--- src/rtl/display_pkg.sv ---
// Shared types and constants for the two-digit Gray-code display scheduler.
package display_pkg;

    // Scheduler states: waiting, one-cycle conversion, and the two display slots.
    typedef enum logic [1:0] {
        IDLE       = 2'd0,
        CONVERT    = 2'd1,
        SHOW_UNITS = 2'd2,
        SHOW_TENS  = 2'd3
    } state_t;

    // Cycles each digit stays lit by default.
    localparam int REFRESH_CYCLES_DEFAULT = 27000;

    // Active-high anode selects: bit0 is the units digit, bit1 is the tens digit.
    localparam logic [1:0] ANODE_OFF   = 2'b00;
    localparam logic [1:0] ANODE_UNITS = 2'b01;
    localparam logic [1:0] ANODE_TENS  = 2'b10;

endpackage

--- src/rtl/module_gray_to_bcd.sv ---
// Combinational Gray-to-binary decode followed by a two-digit BCD split.
module module_gray_to_bcd (
    input  logic [3:0] gray_i,
    output logic [3:0] binary_o,
    output logic [3:0] tens_o,
    output logic [3:0] units_o
);

    logic [3:0] bin;

    // Each binary bit is the previous (higher) binary bit XOR the matching Gray bit.
    always_comb begin
        bin[3] = gray_i[3];
        bin[2] = bin[3] ^ gray_i[2];
        bin[1] = bin[2] ^ gray_i[1];
        bin[0] = bin[1] ^ gray_i[0];
    end

    // Values 10..15 carry a one into the tens digit; subtracting ten cannot wrap there.
    always_comb begin
        binary_o = bin;
        if (bin > 4'd9) begin
            tens_o  = 4'd1;
            units_o = bin - 4'd10;
        end else begin
            tens_o  = 4'd0;
            units_o = bin;
        end
    end

endmodule

--- src/rtl/module_display_scheduler.sv ---
// Accepts a Gray code, converts it once, then multiplexes its two BCD digits
// onto a shared 7-segment decoder with leading-zero blanking on the tens digit.
module module_display_scheduler
    import display_pkg::*;
#(
    parameter int REFRESH_CYCLES = REFRESH_CYCLES_DEFAULT
) (
    input  logic       clk,
    input  logic       rst_n,
    input  logic       valid_i,
    input  logic [3:0] gray_i,
    output logic       ready_o,
    output logic [3:0] digit_o,
    output logic [1:0] anode_o,
    output logic [3:0] value_o
);

    localparam int CNT_W = (REFRESH_CYCLES > 1) ? $clog2(REFRESH_CYCLES) : 1;
    localparam logic [CNT_W-1:0] CNT_LAST = CNT_W'(REFRESH_CYCLES - 1);

    state_t           state_q, state_d;
    logic [CNT_W-1:0] cnt_q, cnt_d;
    logic [3:0]       gray_q, gray_d;
    logic [3:0]       value_q, value_d;
    logic [3:0]       tens_q, tens_d;
    logic [3:0]       units_q, units_d;
    logic [3:0]       digit_q, digit_d;
    logic [1:0]       anode_q, anode_d;
    logic             ready_q, ready_d;
    logic             accept;
    logic             slotDone;

    logic [3:0]       convBin;
    logic [3:0]       convTens;
    logic [3:0]       convUnits;

    module_gray_to_bcd u_gray_to_bcd (
        .gray_i   (gray_q),
        .binary_o (convBin),
        .tens_o   (convTens),
        .units_o  (convUnits)
    );

    // Next-state logic: a new code always wins over the running slot, otherwise
    // conversion hands off to the units slot and the two slots alternate.
    always_comb begin
        state_d  = state_q;
        cnt_d    = cnt_q;
        gray_d   = gray_q;
        value_d  = value_q;
        tens_d   = tens_q;
        units_d  = units_q;
        digit_d  = digit_q;
        anode_d  = anode_q;
        accept   = valid_i && ready_q;
        slotDone = (cnt_q == CNT_LAST);

        if (accept) begin
            gray_d  = gray_i;
            state_d = CONVERT;
            cnt_d   = '0;
            anode_d = ANODE_OFF;
        end else begin
            case (state_q)
                IDLE: begin
                    anode_d = ANODE_OFF;
                end
                CONVERT: begin
                    value_d = convBin;
                    tens_d  = convTens;
                    units_d = convUnits;
                    digit_d = convUnits;
                    anode_d = ANODE_UNITS;
                    cnt_d   = '0;
                    state_d = SHOW_UNITS;
                end
                SHOW_UNITS: begin
                    if (slotDone) begin
                        cnt_d   = '0;
                        state_d = SHOW_TENS;
                        digit_d = tens_q;
                        anode_d = (tens_q != 4'd0) ? ANODE_TENS : ANODE_OFF;
                    end else begin
                        cnt_d = cnt_q + CNT_W'(1);
                    end
                end
                SHOW_TENS: begin
                    if (slotDone) begin
                        cnt_d   = '0;
                        state_d = SHOW_UNITS;
                        digit_d = units_q;
                        anode_d = ANODE_UNITS;
                    end else begin
                        cnt_d = cnt_q + CNT_W'(1);
                    end
                end
                default: begin
                    state_d = IDLE;
                    anode_d = ANODE_OFF;
                end
            endcase
        end

        ready_d = (state_d != CONVERT);
    end

    // State and registered outputs; reset overrides any acceptance on the same edge.
    always_ff @(posedge clk) begin
        if (!rst_n) begin
            state_q <= IDLE;
            cnt_q   <= '0;
            gray_q  <= '0;
            value_q <= '0;
            tens_q  <= '0;
            units_q <= '0;
            digit_q <= '0;
            anode_q <= ANODE_OFF;
            ready_q <= 1'b1;
        end else begin
            state_q <= state_d;
            cnt_q   <= cnt_d;
            gray_q  <= gray_d;
            value_q <= value_d;
            tens_q  <= tens_d;
            units_q <= units_d;
            digit_q <= digit_d;
            anode_q <= anode_d;
            ready_q <= ready_d;
        end
    end

    assign ready_o = ready_q;
    assign digit_o = digit_q;
    assign anode_o = anode_q;
    assign value_o = value_q;

endmodule
--- config.mk ---
export PLATFORM = sky130hd
export DESIGN_NAME = module_display_scheduler
export DESIGN_NICKNAME = d
export VERILOG_FILES = /design/src/rtl/display_pkg.sv /design/src/rtl/module_gray_to_bcd.sv /design/src/rtl/module_display_scheduler.sv
export SDC_FILE = /design/constraint.sdc
export NUM_CORES = 1
export LEC_CHECK = 0
export ABC_CLOCK_PERIOD_IN_PS = 3400
export CAP_MARGIN = 20
export CORE_ASPECT_RATIO = 1.4
export CORE_MARGIN = 2
export CORE_UTILIZATION = 56
export DETAILED_ROUTE_END_ITERATION = 16
export MAX_ROUTING_LAYER = met4
export PLACE_DENSITY = 0.79
export SYNTH_ARGS = -nofsm -noshare
export SYNTH_HDL_FRONTEND = slang
export SYNTH_SLANG_ARGS = --single-unit
--- constraint.sdc ---
create_clock -name clk -period 3.4 [get_ports clk]
set_clock_uncertainty 0.1 [all_clocks]
set_input_delay 0.85 -clock clk [delete_from_list [all_inputs] [get_ports clk]]
set_output_delay 0.85 -clock clk [all_outputs]
set_load 0.05 [all_outputs]
### Gate-type map, run 1

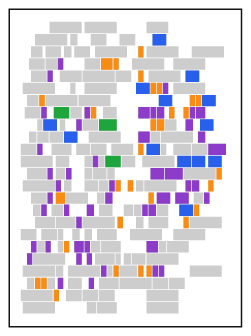
- purple: nand cells (cells 49; most used nand2_1)
- orange: nor cells (cells 31; most used nor2_1; where spread over the die)
- green: mux cells (cells 3; most used mux2i_1)
- blue: xor and xnor cells (cells 13; most used xor2_1)
most frequent logic cell in the layout: sky130_fd_sc_hd__dfxtp_1
Layout Cells excl Fill: 263

### The metal 2 layer, run 1

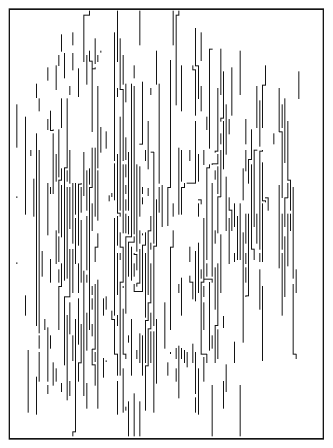
- nets with wire on the layer: 202
- longest straight run: 31.6 um
- wire length on this layer: 2110 um
- share of all routed wire: 54%
via count: 1480
global-route track usage on met2: 42.0%
final WL: 3890 um

==> notes.md, run 1 <==
Results of an implementation run.

The flow ran to the end, and the final reports show no timing, DRC or antenna violations. For this run, the leading register cell type out of synthesis is sky130_fd_sc_hd__dfxtp_1. The number of global-route vias before repair came to 1545. The wire length of the first global-routing pass is 6580 um. For the worst reg-to-reg path, the startpoint reported by OpenROAD is gray_q[2]$_SDFFE_PN0P_. The final-report setup violation count is 0.

In the final routing, the length of wire on met1 measures 1480 um. The clock slew seen by the registers of the worst setup and hold paths is 70 ps. The synthesis stat section lists a flop and latch total of 36.

For reference, compound AND-OR and OR-AND cells occupy 14.3% of the area reported after synthesis. The worst hold path terminates at anode_o[0]$_SDFFE_PP0P_. The first detailed-routing pass took 4 iterations. The routed design shows a wire length per standard cell of 14.8 um. The power in combinational cells is 0.177 mW. The class of the tightest hold or removal check is register to register. Per the placement report, the placed cell count is 256. The number of failing hold endpoints at the final stage is 0.

The synthesized design devotes to its leading area cell type 40.7% of total area. The library cell used as clock root buffer is sky130_fd_sc_hd__clkbuf_8. The area taken by flip-flops and latches is 721 um2.

The kind of critical path is register to register. The total net switching power is 0.266 mW. The core area is 3060 um2. For this design, the CTS-stage hold fixing added 0 buffers.

The largest net degree at the start of global routing is 14. The maximum level of the CTS H-tree is 2. Of all nets on the critical path, the largest fanout is 4. Per STA, the startpoint of the critical path is gray_q[2]$_SDFFE_PN0P_. In this run the most used layer during global routing was met2. Total power normalized to cell area comes to 449 nW/um2. Multiplexer cells account for 1.77% of the synthesized area. Setup repair after global routing left no endpoint under its margin. The combinational share of power is 19.4%. The clock network fraction of total power is 30.8%.

The die span in x is 51.5 um. Cell internal power was estimated by the tool at 0.645 mW. After detailed routing, the number of vias per cell comes to 5.63. The routed layout reports a DRC error count of 0. The number of warnings in the stage logs is 32.

The post-synthesis area per instance is 8.52 um2. The largest power group is registers. The slack of the worst reg-to-reg path is 520 ps. The arrival time reported for the critical path endpoint is 2940 ps. Across the run, the number of max-cap violations was 0. The highest ir drop seen on vdd is 378 uV. The synth_stat.txt file lists the number of cells as 208. The combinational gate area is 975 um2. The antenna diode count is 0.

The maximum clock insertion buffer count is 2. The destination of the worst register-to-register timing path is digit_o[2]$_SDFFE_PN0P_. The cell count after synthesis is 208. The die is 70.6 um tall. Sorting the synthesized cells by area gives the leading types as sky130_fd_sc_hd__dfxtp_1 41%, sky130_fd_sc_hd__ha_1 7.1%, sky130_fd_sc_hd__nand2_1 6.8%.

The largest area contributor in the netlist is sky130_fd_sc_hd__dfxtp_1. The core utilization before placement is 57.8%. The leakage power figure is 0.754 nW.

The post-route minimum period is 2880 ps. The power of the clock network is 0.281 mW. During I/O placement, the number of pins put on the boundary was 18.

The final estimated routing congestion in global placement is 0.835. The adder and majority gate portion of the synthesized area is 7.06%. Nets still carrying antenna violations after routing amount to 0. The share of total power dissipated in sequential elements is 49.7%. In the final layout, the fill cell count is 266.
### Placed cells, one colour a class, run 1

The bar under the picture is 20 um long. Fill, decap, tap and diode cells in grey.
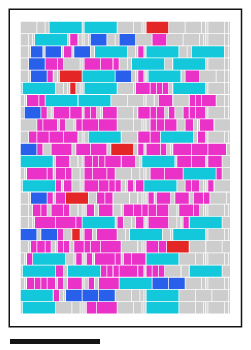
- cyan: sequential cells (cells 36)
- blue: remaining buffers and delay cells (cells 18)
- red: clock drivers and dummy loads (cells 7)
- magenta: combinational and other logic (cells 163)

==> run 1: state kept, by name, indices dropped and copies added, names as in the netlist <==
register / cells
units_q: 3
state_q: 2
value_o: 4
ready_o: 1
tens_q: 1
cnt_q: 15
gray_q: 4
digit_o: 4
anode_o: 2
==> run 1: critical path, stage by stage (launching register included) <==
cell	delay, ps
sky130_fd_sc_hd__dfxtp_1	370
sky130_fd_sc_hd__inv_1	70
sky130_fd_sc_hd__ha_1	330
sky130_fd_sc_hd__xor2_1	400
sky130_fd_sc_hd__ha_1	240
sky130_fd_sc_hd__nor2b_1	70
sky130_fd_sc_hd__o21ai_0	440
sky130_fd_sc_hd__mux2i_1	190
sky130_fd_sc_hd__a2111oi_0	460
sky130_fd_sc_hd__nor3b_1	90
==> run 1: synth_stat cells, drive strengths merged (3+ instances only) <==
cell type	number
ha	10
nor2	28
o21ai	5
nand3b	3
o211a	3
nand3	7
buf	3
and2	3
nand2	32
xnor2	3
a21oi	15
a21boi	3
xor2	10
clkbuf	6
inv	7
nand4b	3
dfxtp	36
==> run 1: area by class of cell <==
class	instances	share of cell area [%]
Multi-Input combinational cell	155	48.0
Inverter	8	1.48
Clock buffer	6	3.58
Clock inverter	1	0.247
Timing Repair Buffer	18	8.75
Sequential cell	36	35.5
Tap cell	39	2.40
==> run 1: per-stage QoR <==
step	instance area (um2)	setup slack (ps)	total power, mW	hold WS [ps]	utilization (%)
2_1_floorplan	1770	991	0.588	328	-
3_3_place_gp	1950	535	0.632	338	63.7
3_5_place_dp	1950	461	0.638	365	63.7
4_1_cts	2030	496	0.920	375	66.3
5_1_grt	2030	302	0.956	391	66.3
6_report	2030	518	0.911	373	66.3
==> run 2: changes to the inputs <==
--- a/config.mk
+++ b/config.mk
@@ -5,14 +5,14 @@
 export SDC_FILE = /design/constraint.sdc
 export NUM_CORES = 1
 export LEC_CHECK = 0
-export ABC_CLOCK_PERIOD_IN_PS = 3400
+export ABC_CLOCK_PERIOD_IN_PS = 2400
 export CAP_MARGIN = 20
 export CORE_ASPECT_RATIO = 1.4
 export CORE_MARGIN = 2
-export CORE_UTILIZATION = 56
+export CORE_UTILIZATION = 50
 export DETAILED_ROUTE_END_ITERATION = 16
 export MAX_ROUTING_LAYER = met4
-export PLACE_DENSITY = 0.79
+export PLACE_DENSITY = 0.74
 export SYNTH_ARGS = -nofsm -noshare
 export SYNTH_HDL_FRONTEND = slang
 export SYNTH_SLANG_ARGS = --single-unit
==> constraint.sdc (replaced) <==
create_clock -name clk -period 2.4 [get_ports clk]
set_clock_uncertainty 0.1 [all_clocks]
set_input_delay 0.6 -clock clk [delete_from_list [all_inputs] [get_ports clk]]
set_output_delay 0.6 -clock clk [all_outputs]
set_load 0.05 [all_outputs]
### Sizing map, run 2

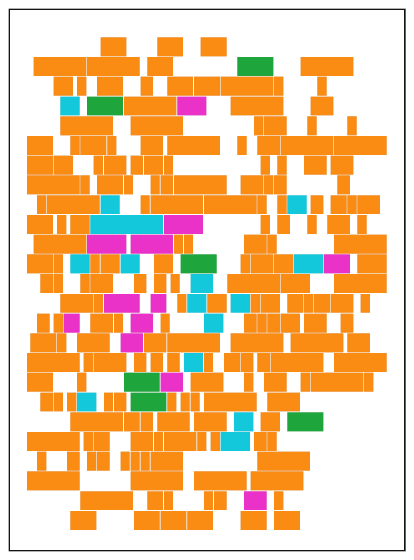
- magenta: _2 cells (cells 12)
- cyan: _3 and _4 cells (cells 15)
- green: _6 and larger (cells 6)
- orange: _0 and _1 cells (cells 202)
PnR worst setup slack: 145 ps
final instance area: 2160 um2
Layout Area Growth over Synthesis: 22.1%
non-clock buffer count in the final layout: 28

==> notes.md, run 2 <==
Results of an implementation run.

The largest net degree at the start of global routing is 13 (-1). The total internal power is 0.974 mW (+51%). The destination of the worst hold path is anode_o[0]$_SDFFE_PP0P_. The number of failing hold endpoints at the final stage was 0 (unchanged). The final antenna-violating net count is 0 (unchanged).

The die span in x came to 54.3 um (+5.4%). The hold buffer count at cts was 0 (unchanged). The synthesis report names the predominant flop master as sky130_fd_sc_hd__dfxtp_1. The tree is rooted in a sky130_fd_sc_hd__clkbuf_8. The top logic cell by instance count in the layout is sky130_fd_sc_hd__dfxtp_1.

The wire length of the first global-routing pass is 6410 um (-2.6%). The number of warnings in the stage logs is 32 (unchanged). The maximum level of the CTS H-tree is 2 (unchanged). The aoi/oai-family share of the synthesized area is 14.3% (unchanged). Setup repair after global routing left no endpoint under its margin. The non-filler instance count after layout is 275 (+4.6%). The combinational share of power is 20.9% (+1.5 points). The count of maximum capacitance violations is 0 (unchanged). The cell count after synthesis is 208 (unchanged). The adder and majority gate portion of the synthesized area was 7.06% (unchanged). STA lists the endpoint of the worst register-to-register path as digit_o[2]$_SDFFE_PN0P_. The core utilization before placement was 52.4% (-5.4 points). The post-route minimum period was 2260 ps (-627 ps). The startpoint identified for the worst register-to-register timing path is gray_q[2]$_SDFFE_PN0P_.

The total of flip-flops plus latches after synthesis is 36 (unchanged). The overall routed net length was 3820 um (-1.7%). The setup slack at placement is 1.72 ps (-459 ps). The worst hold margin is 361 ps (-12.4 ps).

The largest power group is registers. The maximum fanout along the worst path was 4 (unchanged). The sequential power share is 46.7% (-3.0 points). The number of fill cells in the layout is 297 (+12%). The cell area power density is 633 nW/um2 (+41%). The number of detailed-route iterations in the first pass is 4 (unchanged). The synthesis run shows the most used standard cells to be 36 x sky130_fd_sc_hd__dfxtp_1, 32 x sky130_fd_sc_hd__nand2_1, 28 x sky130_fd_sc_hd__nor2_1, 14 x sky130_fd_sc_hd__a21oi_1. The power of the clock network was 0.443 mW (+58%). The final-report setup violation count was 0 (unchanged). The share of the synthesized area in the top cell type is 40.7% (unchanged). Yosys attributes the largest share of cell area to sky130_fd_sc_hd__dfxtp_1 41%, sky130_fd_sc_hd__ha_1 7.1%, sky130_fd_sc_hd__nand2_1 6.8%. The number of global-route vias before repair is 1447 (-6.3%). The run finished with clean final reports. The vertical die dimension is 74.4 um (+5.5%). The number of placed instances with taps included is 267 (+4.3%).

The routed via count is 1499 (+1.3%). The slack of the worst reg-to-reg path was 140 ps (-370 ps). The final core utilization is 64.0% (-2.2 points). The yosys cell count is 208 (unchanged). The maximum clock insertion buffer count came to 2 (unchanged). The arrival time reported for the critical path endpoint is 2330 ps (-610 ps). The clock slew seen by the registers of the worst setup and hold paths is 70 ps (about the same). The highest ir drop seen on vdd is 506 uV (+34%). The clock network fraction of total power is 32.4% (+1.6 points). The class of the tightest hold or removal check is register to register.
==> run 2: worst max path at each step <==
stage,to,depth (start not counted),startpoint,slack (ps)
global route,digit_o[2]$_SDFFE_PN0P_,9,gray_q[2]$_SDFFE_PN0P_,20
global placement,digit_o[2]$_SDFFE_PN0P_,9,gray_q[2]$_SDFFE_PN0P_,90
floorplan,digit_o[2]$_SDFFE_PN0P_,9,gray_q[2]$_SDFFE_PN0P_,110
detailed placement,digit_o[2]$_SDFFE_PN0P_,9,gray_q[2]$_SDFFE_PN0P_,2
finish,digit_o[2]$_SDFFE_PN0P_,9,gray_q[2]$_SDFFE_PN0P_,140
CTS,digit_o[2]$_SDFFE_PN0P_,9,gray_q[2]$_SDFFE_PN0P_,60
==> run 2: critical path, cell delays in order (launching register included) <==
cell and delay (ps):
sky130_fd_sc_hd__dfxtp_1 330, sky130_fd_sc_hd__inv_1 60, sky130_fd_sc_hd__ha_2 330, sky130_fd_sc_hd__xor2_4 190
sky130_fd_sc_hd__ha_1 210, sky130_fd_sc_hd__nor2b_2 170, sky130_fd_sc_hd__o21ai_2 90, sky130_fd_sc_hd__mux2i_2 170
sky130_fd_sc_hd__a2111oi_2 390, sky130_fd_sc_hd__nor3b_1 100
==> run 2: layout make-up <==
class | instances | area [um2] | area share [%]
multi-input combinational | 155 | 1020 | 47.1
inverter | 8 | 30.0 | 1.39
timing repair buffer | 28 | 253 | 11.7
sequential | 36 | 721 | 33.3
clock buffer | 8 | 90.1 | 4.16
tap | 40 | 50.0 | 2.31
==> run 2: layer usage <==
metal,vias up,wire [um],global-route usage (%)
met4,0,116,12.8
met5,-,0,-
met2,24,2050,38.6
li1,759,-,-
met1,705,1550,22.9
met3,11,104,5.62
==> run 3: changes to the inputs <==
--- a/config.mk
+++ b/config.mk
@@ -8,11 +8,11 @@
 export ABC_CLOCK_PERIOD_IN_PS = 2400
 export CAP_MARGIN = 20
 export CORE_ASPECT_RATIO = 1.4
-export CORE_MARGIN = 2
 export CORE_UTILIZATION = 50
 export DETAILED_ROUTE_END_ITERATION = 16
 export MAX_ROUTING_LAYER = met4
 export PLACE_DENSITY = 0.74
+export SETUP_SLACK_MARGIN = 0.3
 export SYNTH_ARGS = -nofsm -noshare
 export SYNTH_HDL_FRONTEND = slang
 export SYNTH_SLANG_ARGS = --single-unit
### Clock routing, run 3

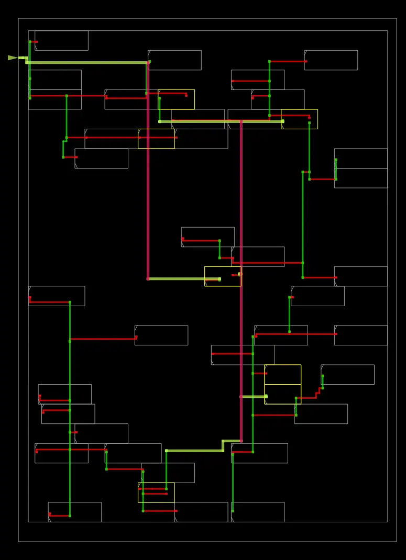
Clock Power: 0.462 mW
clock latency of the later-clocked register in the worst-skew pair: 290 ps
Inserted Clock Buffers: 5
tally of clock buffers in the finished layout: 7

==> notes.md, run 3 <==
Results of an implementation run.

The run finished with clean final reports. The final worst-path setup slack is 235 ps (+90.3 ps). The layout buffer count excluding clock buffers is 36 (+29%). The number of fill cells in the layout is 289 (-2.7%). Counting flops per register, the top entry is cnt_q. The gate-level netlist out of Yosys references 47 unique cell types. The non-filler instance count after layout is 282 (+2.5%). The inverter count of the layout excluding clock inverters was 8 (unchanged). The yosys cell count was 208 (unchanged). The area taken by flip-flops and latches came to 728 um2 (+1.0%).

The routed via count was 1540 (+2.7%). The row count is 25. The highest ir drop seen on vdd is 524 uV (+3.6%). The number of multi-input logic gates is 155 (unchanged). The number of sequential cells in the layout is 36 (unchanged). The launch point of the worst register-to-register path is recorded as gray_q[2]$_SDFFE_PN0P_. The met3 capacity usage during global routing is 5.03% (-0.59 points). The maximum clock insertion buffer count is 2 (unchanged). The wire length of the first global-routing pass is 6560 um (+2.4%). The library cell used as clock root buffer is sky130_fd_sc_hd__clkbuf_8. The global route stage reports its total congestion overflow as 0. According to the timing report, the critical path is launched from gray_q[2]$_SDFFE_PN0P_.

The adder and majority gate portion of the synthesized area is 7.06% (unchanged). The aoi/oai-family share of the synthesized area came to 14.3% (unchanged). The cell depth of the worst min-delay path is 2. The post-route minimum period is 2160 ps (-90.3 ps). The core utilization before placement is 52.4% (unchanged). The flop share of the area is 31.9% (-1.5 points). The sequential-to-total area share from yosys stat is 40.7%. The largest net degree at the start of global routing was 13 (unchanged). The slack of the worst reg-to-reg path was 240 ps (+90 ps). The cell class with the largest area share is logic gates. The element type at the critical path start is a register. The area growth from synthesis to final layout is 29.0%. The vertical die dimension is 72.4 um (-2.7%).

The number of placed instances with taps included is 272 (+1.9%). The net count reported at finish is 259. The final-layout non-clock buffer area share came to 13.2% (+1.6 points). The kind of critical path is register to register. The clock slew seen by the registers of the worst setup and hold paths is 70 ps (about the same).

The final core utilization is 67.7% (+3.6 points). Of the total synthesized cell area, the portion taken by AND, OR, NAND and NOR gates is 25.4%. The arrival time reported for the critical path endpoint is 2250 ps (-80 ps). Dividing the final minimum period by the clock period gives 90.2%. The combinational gate area came to 1080 um2 (+5.8%). The global-route met1 utilization is 24.2% (+1.3 points). Yosys attributes the largest share of cell area to sky130_fd_sc_hd__dfxtp_1 41%, sky130_fd_sc_hd__ha_1 7.1%, sky130_fd_sc_hd__nand2_1 6.8%. The worst hold path begins at anode_o[0]$_SDFFE_PP0P_. The final antenna-violating net count is 0 (unchanged). The die span in x is 52.3 um (-3.7%).

The class of the tightest hold or removal check is register to register. The number of warnings in the stage logs is 34 (+6.3%). The setup slack at placement is 205 ps (+204 ps). The DRC violation count after routing is 0. The post-synth tally of flip-flops with integrated enable is 0.

The count of maximum capacitance violations is 0 (unchanged). The maximum fanout along the worst path is 3 (-1). The layer carrying the most global-route usage is met2. Summed over all failing endpoints, the final setup total negative slack is 0 ps. The number of detailed-route iterations in the first pass was 4 (unchanged). The final design instance area without fill is 2290 um2 (+5.7%). Setup repair after global routing could not meet its margin everywhere. The cell area power density is 618 nW/um2 (-2.3%).

Sorting the synthesized cells by how often they occur yields 36 x sky130_fd_sc_hd__dfxtp_1, 32 x sky130_fd_sc_hd__nand2_1, 28 x sky130_fd_sc_hd__nor2_1, 14 x sky130_fd_sc_hd__a21oi_1. The number of failing hold endpoints at the final stage was 0 (unchanged). The main logic family after synthesis is simple AND/OR/NAND/NOR gates. The hold buffer count at cts came to 0 (unchanged). The cell-mix breakdown from Yosys lists the XOR/XNOR area share as 6.43%.

The overall routed net length is 4010 um (+5.1%). The total of flip-flops plus latches after synthesis is 36 (unchanged). Averaged over all synthesized cells, the footprint is 8.52 um2.

The share of the synthesized area in the top cell type was 40.7% (unchanged). Warnings reported by Yosys during synthesis add up to 0. The global routing met2 resource utilization was 44.4% (+5.9 points). The final-report setup violation count came to 0 (unchanged). The tap cell count is 40 (unchanged).

The leakage component of the power was reported as 0.901 nW. Per the synth stats, the flop cell with the highest instance count is sky130_fd_sc_hd__dfxtp_1. The clock tree cell share of total cell area is 4.21% (+0.050 points). The number of global-route vias before repair is 1453 (+0.41%).

The clock net sink count is 36. The maximum level of the CTS H-tree came to 2 (unchanged). The cell count after synthesis is 208 (unchanged). The logic share of the area came to 47.2% (about the same). The worst hold margin is 358 ps (-3.24 ps). The total routing resource utilization after global routing is 24.3%.
## run 3: netlist changes by cell type in the layout (fill, tap and decap cells not counted), sizes merged
cell	before	now
buf	11	19
dlygate4sd2	0	11
clkdlybuf4s50	17	6
clkbuf	8	7
## run 3: routing by layer
metal / vias up / share of wire, %
met1: 736 / 39
met5: - / 0
met4: 0 / 1.8
li1: 780 / -
met3: 6 / 1.9
met2: 18 / 58
## run 3: where the power goes
group,total [mW],internal (mW),switching [mW]
logic,0.309,0.131,0.178
clock network,0.462,0.256,0.207
registers,0.642,0.623,0.0195
total,1.41,1.01,0.405
## run 3: worst max-delay path, stage by stage (launching register included)
cell and delay (ps):
sky130_fd_sc_hd__dfxtp_2 330, sky130_fd_sc_hd__inv_2 50, sky130_fd_sc_hd__ha_4 290, sky130_fd_sc_hd__xor2_4 170, sky130_fd_sc_hd__ha_2 210, sky130_fd_sc_hd__nor2b_4 40
sky130_fd_sc_hd__o21ai_2 170, sky130_fd_sc_hd__mux2i_2 100, sky130_fd_sc_hd__a2111oi_2 380, sky130_fd_sc_hd__buf_4 170, sky130_fd_sc_hd__nor3b_1 40
## run 3: final timing paths
check	to
max	digit_o[2]$_SDFFE_PN0P_
min	anode_o[0]$_SDFFE_PP0P_
max reg2reg	digit_o[2]$_SDFFE_PN0P_
min reg2reg	anode_o[0]$_SDFFE_PP0P_
## run 3: cells by family after synthesis
logic type                 Yosys count
AOI/OAI and AO/OA                   38
xor gates and xnor gates            13
adders and majority gates           10
buffers and inverters               17
DFF                                 36
muxes                                3
and+or+nand+nor                     91
## run 3: timing repair
action,in CTS,in global routing
gates resized,16,17
endpoints found under the setup margin,19,14
pin swaps,0,5
endpoints found under the hold margin,0,0
setup buffers,0,3
No activity file was given, so power comes from the tool's default toggle rates.
